`src/rtl/regfile_uart_dump.sv`:
```
// Walks 8 register-file entries and sends "Rn=HH\r\n" per entry as 8N1 serial on txd.
// Accepts start only in IDLE; each char takes 10*CLKS_PER_BIT cycles, back-to-back, done pulses once at the end.
module regfile_uart_dump #(
  parameter int CLKS_PER_BIT = 434
) (
  input  logic       clk,
  input  logic       rst,
  input  logic       start,
  output logic [2:0] ra,
  input  logic [7:0] rd,
  output logic       txd,
  output logic       busy,
  output logic       done
);

  localparam int BW = $clog2(CLKS_PER_BIT);
  localparam logic [BW-1:0] BAUD_MAX = BW'(CLKS_PER_BIT - 1);

  typedef enum logic [2:0] {
    S_IDLE,
    S_START_BIT,
    S_DATA,
    S_STOP_BIT,
    S_DONE
  } state_t;

  state_t        r_state;
  logic [BW-1:0] r_baud;
  logic [2:0]    r_bit;
  logic [2:0]    r_char;
  logic [2:0]    r_rec;
  logic [7:0]    r_data;
  logic          r_txd;

  state_t        w_state_nxt;
  logic [BW-1:0] w_baud_nxt;
  logic [2:0]    w_bit_nxt;
  logic [2:0]    w_char_nxt;
  logic [2:0]    w_rec_nxt;
  logic [7:0]    w_data_nxt;
  logic          w_txd_nxt;
  logic [7:0]    w_char;
  logic          w_bit_end;

  function automatic logic [7:0] hex_ascii(input logic [3:0] n);
    hex_ascii = (n < 4'd10) ? (8'h30 + {4'h0, n}) : (8'h37 + {4'h0, n});
  endfunction

  // Character currently on the line, selected by position within the record
  always_comb begin
    w_char = 8'h0A;
    case (r_char)
      3'd0:    w_char = 8'h52;
      3'd1:    w_char = 8'h30 + {5'b0, r_rec};
      3'd2:    w_char = 8'h3D;
      3'd3:    w_char = hex_ascii(r_data[7:4]);
      3'd4:    w_char = hex_ascii(r_data[3:0]);
      3'd5:    w_char = 8'h0D;
      default: w_char = 8'h0A;
    endcase
  end

  assign w_bit_end = (r_baud == BAUD_MAX);

  always_comb begin
    w_state_nxt = r_state;
    w_baud_nxt  = r_baud;
    w_bit_nxt   = r_bit;
    w_char_nxt  = r_char;
    w_rec_nxt   = r_rec;
    w_data_nxt  = r_data;
    w_txd_nxt   = r_txd;
    case (r_state)
      S_IDLE: begin
        w_txd_nxt = 1'b1;
        if (start) begin
          w_state_nxt = S_START_BIT;
          w_baud_nxt  = '0;
          w_bit_nxt   = 3'd0;
          w_char_nxt  = 3'd0;
          w_rec_nxt   = 3'd0;
          w_txd_nxt   = 1'b0;
        end
      end
      S_START_BIT: begin
        w_baud_nxt = r_baud + 1'b1;
        if (w_bit_end) begin
          w_baud_nxt  = '0;
          w_bit_nxt   = 3'd0;
          w_state_nxt = S_DATA;
          w_txd_nxt   = w_char[0];
        end
      end
      S_DATA: begin
        w_baud_nxt = r_baud + 1'b1;
        if (w_bit_end) begin
          w_baud_nxt = '0;
          if (r_bit == 3'd7) begin
            w_state_nxt = S_STOP_BIT;
            w_txd_nxt   = 1'b1;
          end else begin
            w_bit_nxt = r_bit + 3'd1;
            w_txd_nxt = w_char[3'(r_bit + 3'd1)];
          end
        end
      end
      S_STOP_BIT: begin
        w_baud_nxt = r_baud + 1'b1;
        if (w_bit_end) begin
          w_baud_nxt = '0;
          if (r_char == 3'd6) begin
            if (r_rec == 3'd7) begin
              w_state_nxt = S_DONE;
            end else begin
              w_rec_nxt   = r_rec + 3'd1;
              w_char_nxt  = 3'd0;
              w_state_nxt = S_START_BIT;
              w_txd_nxt   = 1'b0;
            end
          end else begin
            // Snapshot rd as '=' begins so both hex digits agree
            if (r_char == 3'd1) w_data_nxt = rd;
            w_char_nxt  = r_char + 3'd1;
            w_state_nxt = S_START_BIT;
            w_txd_nxt   = 1'b0;
          end
        end
      end
      S_DONE: begin
        w_state_nxt = S_IDLE;
        w_txd_nxt   = 1'b1;
      end
      default: begin
        w_state_nxt = S_IDLE;
        w_txd_nxt   = 1'b1;
      end
    endcase
  end

  always_ff @(posedge clk) begin
    if (rst) begin
      r_state <= S_IDLE;
      r_baud  <= '0;
      r_bit   <= 3'd0;
      r_char  <= 3'd0;
      r_rec   <= 3'd0;
      r_data  <= 8'h00;
      r_txd   <= 1'b1;
    end else begin
      r_state <= w_state_nxt;
      r_baud  <= w_baud_nxt;
      r_bit   <= w_bit_nxt;
      r_char  <= w_char_nxt;
      r_rec   <= w_rec_nxt;
      r_data  <= w_data_nxt;
      r_txd   <= w_txd_nxt;
    end
  end

  assign ra   = r_rec;
  assign txd  = r_txd;
  assign busy = (r_state == S_START_BIT) || (r_state == S_DATA) || (r_state == S_STOP_BIT);
  assign done = (r_state == S_DONE);

endmodule

```
`config.mk`:
```
export PLATFORM = sky130hd
export DESIGN_NAME = regfile_uart_dump
export DESIGN_NICKNAME = d
export VERILOG_FILES = /design/src/rtl/regfile_uart_dump.sv
export SDC_FILE = /design/constraint.sdc
export NUM_CORES = 1
export LEC_CHECK = 0
export CELL_PAD_IN_SITES_DETAIL_PLACEMENT = 1
export CELL_PAD_IN_SITES_GLOBAL_PLACEMENT = 1
export CORE_AREA = 2 2 78 80
export CTS_BUF_LIST = sky130_fd_sc_hd__clkbuf_8
export CTS_CLUSTER_SIZE = 16
export DETAILED_ROUTE_END_ITERATION = 10
export DIE_AREA = 0 0 80 82
export PLACE_DENSITY = 0.73
export REMOVE_ABC_BUFFERS = 1
export SYNTH_ARGS = -nofsm -noshare
export SYNTH_HDL_FRONTEND = slang
export SYNTH_SLANG_ARGS = --single-unit
```
`constraint.sdc`:
```
create_clock -name clk -period 2.13 [get_ports clk]
set_clock_uncertainty 0.1 [all_clocks]
set_input_delay 0.426 -clock clk [delete_from_list [all_inputs] [get_ports clk]]
set_output_delay 0.426 -clock clk [all_outputs]
set_load 0.05 [all_outputs]
```
Close-up of the layout:
Region (28, 28) to (53, 53) microns. Cells in grey, sequential cells in the stronger grey; small squares are vias.
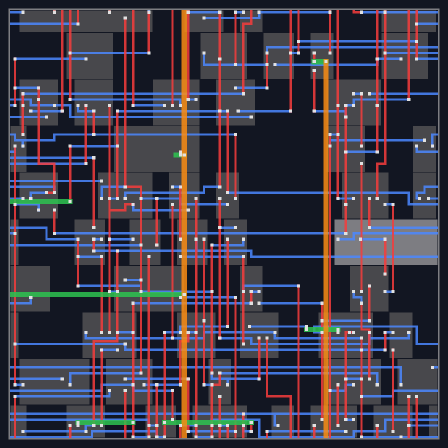
Green marks metal 3. Blue marks metal 1. Orange marks metal 4. Red marks metal 2.
Netlist names of flops here include `txd` (1). 45 logic cells have their middle in the window. Most frequent: a31oi_1 (4), nor2_1 (4). Sequential cells in the window: 1.

Sizing map:
Scale: 6 px per micron.
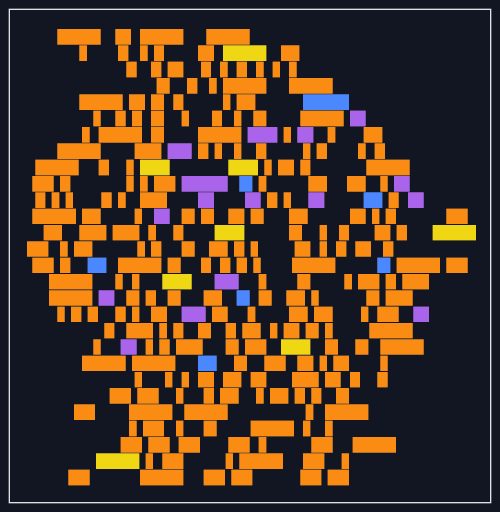
Purple marks _3 and _4 cells, cells 16. Yellow marks _6 and larger, cells 8. Orange marks _0 and _1 cells, cells 239. Blue marks _2 cells, cells 7.

==> results.txt <==
Notes from the flow run.

Routing:
- The detailed router reported a total wirelength of ~5200 microns.
- The run puts the detailed-route DRC error count at 0.
- In the final routing, the length of wire on met1 measures 2650 microns.
- The run puts the number of vias per cell after detailed routing at around 5.4.
- The run gives the met3 wire length as 121 microns.
- The run gives the total number of vias as between 1500 and 2000.
- The run gives the highest metal layer with signal wires as met4.
- The routed design uses 2290 microns of met2 wire.
- The run puts the detail-routed net length per standard cell at ~15 microns.
- Nets still carrying antenna violations after routing amount to 0.

STA:
- Timing would allow up to 0.489 GHz.
- In the final report, the number of pins over their slew limit comes to 0.
- The run puts the smallest hold slack at roughly 390 ps.
- Setup repair after global routing could not meet its margin everywhere.
- The run puts the post-layout minimum cycle time at 2050 ps.
- Setup total negative slack on the finished layout was measured at 0 ps.
- The run gives the headroom to the max-slew limit as 66.9%.
- The run gives the transition at the pin with the smallest max-transition slack as 496 ps.
- The run puts the post-layout period usage of the worst path at a little over nine tenths.

Power:
- The run puts the design internal power at 841 uW.
- Sequential cells account for 50.5% of the total power.
- The run puts the proportion of power drawn by combinational gates at around an eighth.
- Per report_power, the clock group accounts for between 30% and 40% of the total.
- The run gives the power of the combinational group as 137 uW.
- The run puts the total power divided by cell area at around 500 mW/mm^2.
- The run puts the overall power consumption at ~1100 uW.
- The highest supply drop recorded on VDD is roughly 0.28 mV.
- The run gives the switching power as between 200 and 300 uW.

Synthesis:
- The run gives the simple-gate share of the synthesized area as ~28%.
- Yosys shows that the main logic family after synthesis is simple AND/OR/NAND/NOR gates.
- Of the synthesized area, sequential elements account for 30.6%.
- The run gives the area of the mapped netlist as slightly below 0.002 sq mm.
- The most common cell in the synthesized netlist is sky130_fd_sc_hd__nor2_1.
- The cell-mix breakdown from Yosys lists the compound-gate area share as around 22%.
- The run puts the synthesized-area fraction occupied by xor and xnor cells at ~1.3%.
- The run gives the count of flip-flops with a built-in enable after synthesis as 0.
- The run puts the count of synthesis-stage warnings from yosys at 0.
- Sorting the synthesized cells by area gives the leading types as sky130_fd_sc_hd__dfxtp_1 31%, sky130_fd_sc_hd__nor2_1 7.7%, sky130_fd_sc_hd__ha_1 5.7%.
- The run puts the share of cell area taken by muxes after synthesis at between 5 and 6%.
- Synthesis handed over a netlist of approximately 250 instances.
- The run gives the most used flip-flop cell as sky130_fd_sc_hd__dfxtp_1.
- The commonest cells after synthesis are 40 x sky130_fd_sc_hd__nor2_1, 30 x sky130_fd_sc_hd__dfxtp_1, 21 x sky130_fd_sc_hd__a21oi_1.

Worst hold path:
- The number of cells on the worst hold path is listed as 1.
- The min-delay analysis places its worst path in the category reg -> reg.
- Looking at hold timing, the worst path starts from r_baud[8].
- Hold analysis lists the worst path endpoint as r_baud[8].

Setup path:
- The run gives the register-to-register setup slack as around 90 ps.
- For the worst reg-to-reg path, the endpoint reported by OpenROAD is r_bit[2].
- The number of buffers and inverters on the critical path is 1.
- Per the STA report, the cell with the highest stage delay on the worst path is sky130_fd_sc_hd__clkdlybuf4s50_1.
- The signal on the critical path passes through clkdlybuf4s50_1.
- The worst setup path is captured at a primary output.
- The worst setup path is launched from a flip-flop.
- The run gives the cell family contributing the most delay on the critical path as buffers and inverters.
- The run gives the critical path class as reg -> out.
- STA lists the startpoint of the worst register-to-register path as r_bit[0].

Global route:
- For met1 alone, demand over resource in global routing was a little under a quarter.
- The global route stage reports its total congestion overflow as 0.
- The via count of the first global-routing pass came to approximately 1800.
- The run puts the global-route total usage across every layer at 16.9%.
- The run gives the global routing usage on met3 as ~3.4%.

Place:
- The run gives the tally of buffers added on design ports as 16.
- The number of placed instances, taps included, is approximately 340.
- Once detailed placement completed, the half-perimeter wirelength came to between 3000 and 4000 microns.
- The run puts the setup slack after placement at approximately 35 ps.

Run:
- The run gives the number of OpenROAD warnings as 27.

Clocking:
- The report lists the number of cells resized after CTS as 0.
- The run puts the clock transition at the registers of the reported paths at approximately 60 ps.
- The run puts the number of buffers added to fix hold violations after cts at 0.
- The run gives the number of clock sinks as 30.
- The tree is rooted in a sky130_fd_sc_hd__clkbuf_8.
- The run gives the maximum clock path buffer count as 2.
- The run puts the number of clock buffers inserted by TritonCTS at 5.
- The run puts the clock insertion delay at the later pin of the skew report at 280 ps.

Die:
- The die is about 80 microns wide.
- The run puts the initial core utilization at roughly a third.
- The run gives the number of core rows as 28.
- 17 I/O pins were placed.

Finish:
- The run puts the fraction of layout cells with a size suffix above 1 at about 11%.
- The run gives the final instance area as around 0.0023 sq mm.
- The repair_antennas step left the layout with diodes totalling 0.
- The top cell types in the final layout, fill and taps aside, are 39 x sky130_fd_sc_hd__nor2_1, 29 x sky130_fd_sc_hd__dfxtp_1, 21 x sky130_fd_sc_hd__a21oi_1.
- The run gives the area growth from synthesis to layout as 18.7%.
- The run gives the number of standard cells in the final layout excluding fillers as between 300 and 400.

Outcome:
- The run finished with clean final reports.
Sequential cells coloured by netlist name:
Scale: 4 px per micron. Other sequential cells in the stronger grey, the rest of the logic in the fainter grey.
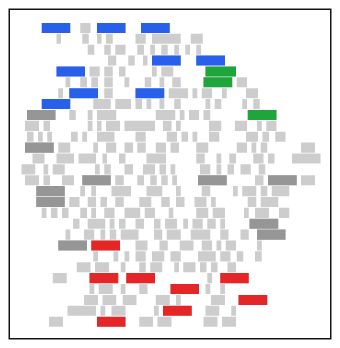
Red marks `r_data`, placed flops 8. Green marks `r_state`, placed flops 3. Blue marks `r_baud`, placed flops 9.

## how the worst max path moves through the flow
stage               startpoint  endpoint  slack (ps)  depth (start not counted)
detailed placement    r_bit[0]  r_bit[2]          30                          8
CTS                   r_bit[0]  r_bit[2]          20                          8
floorplan           r_state[2]      done        -110                          2
global route          r_bit[0]  r_bit[2]         -30                          8
global placement      r_bit[0]  r_bit[2]          80                          8
finish                   ra[2]     ra[2]          80                          1
## layout make-up
type,count,area (sq um)
Tap cell,75,93.8
Clock inverter,2,7.51
Multi-Input combinational cell,193,1230
Timing Repair Buffer,28,283
Fill cell,726,3420
Inverter,12,45.0
Sequential cell,30,602
Clock buffer,5,68.8
## registers in the layout, indices dropped and copies added (netlist names)
register  count
ra            3
r_char        3
r_bit         3
r_state       3
r_baud        9
txd           1
r_data        8
Power is estimated from default activity; no workload was simulated.
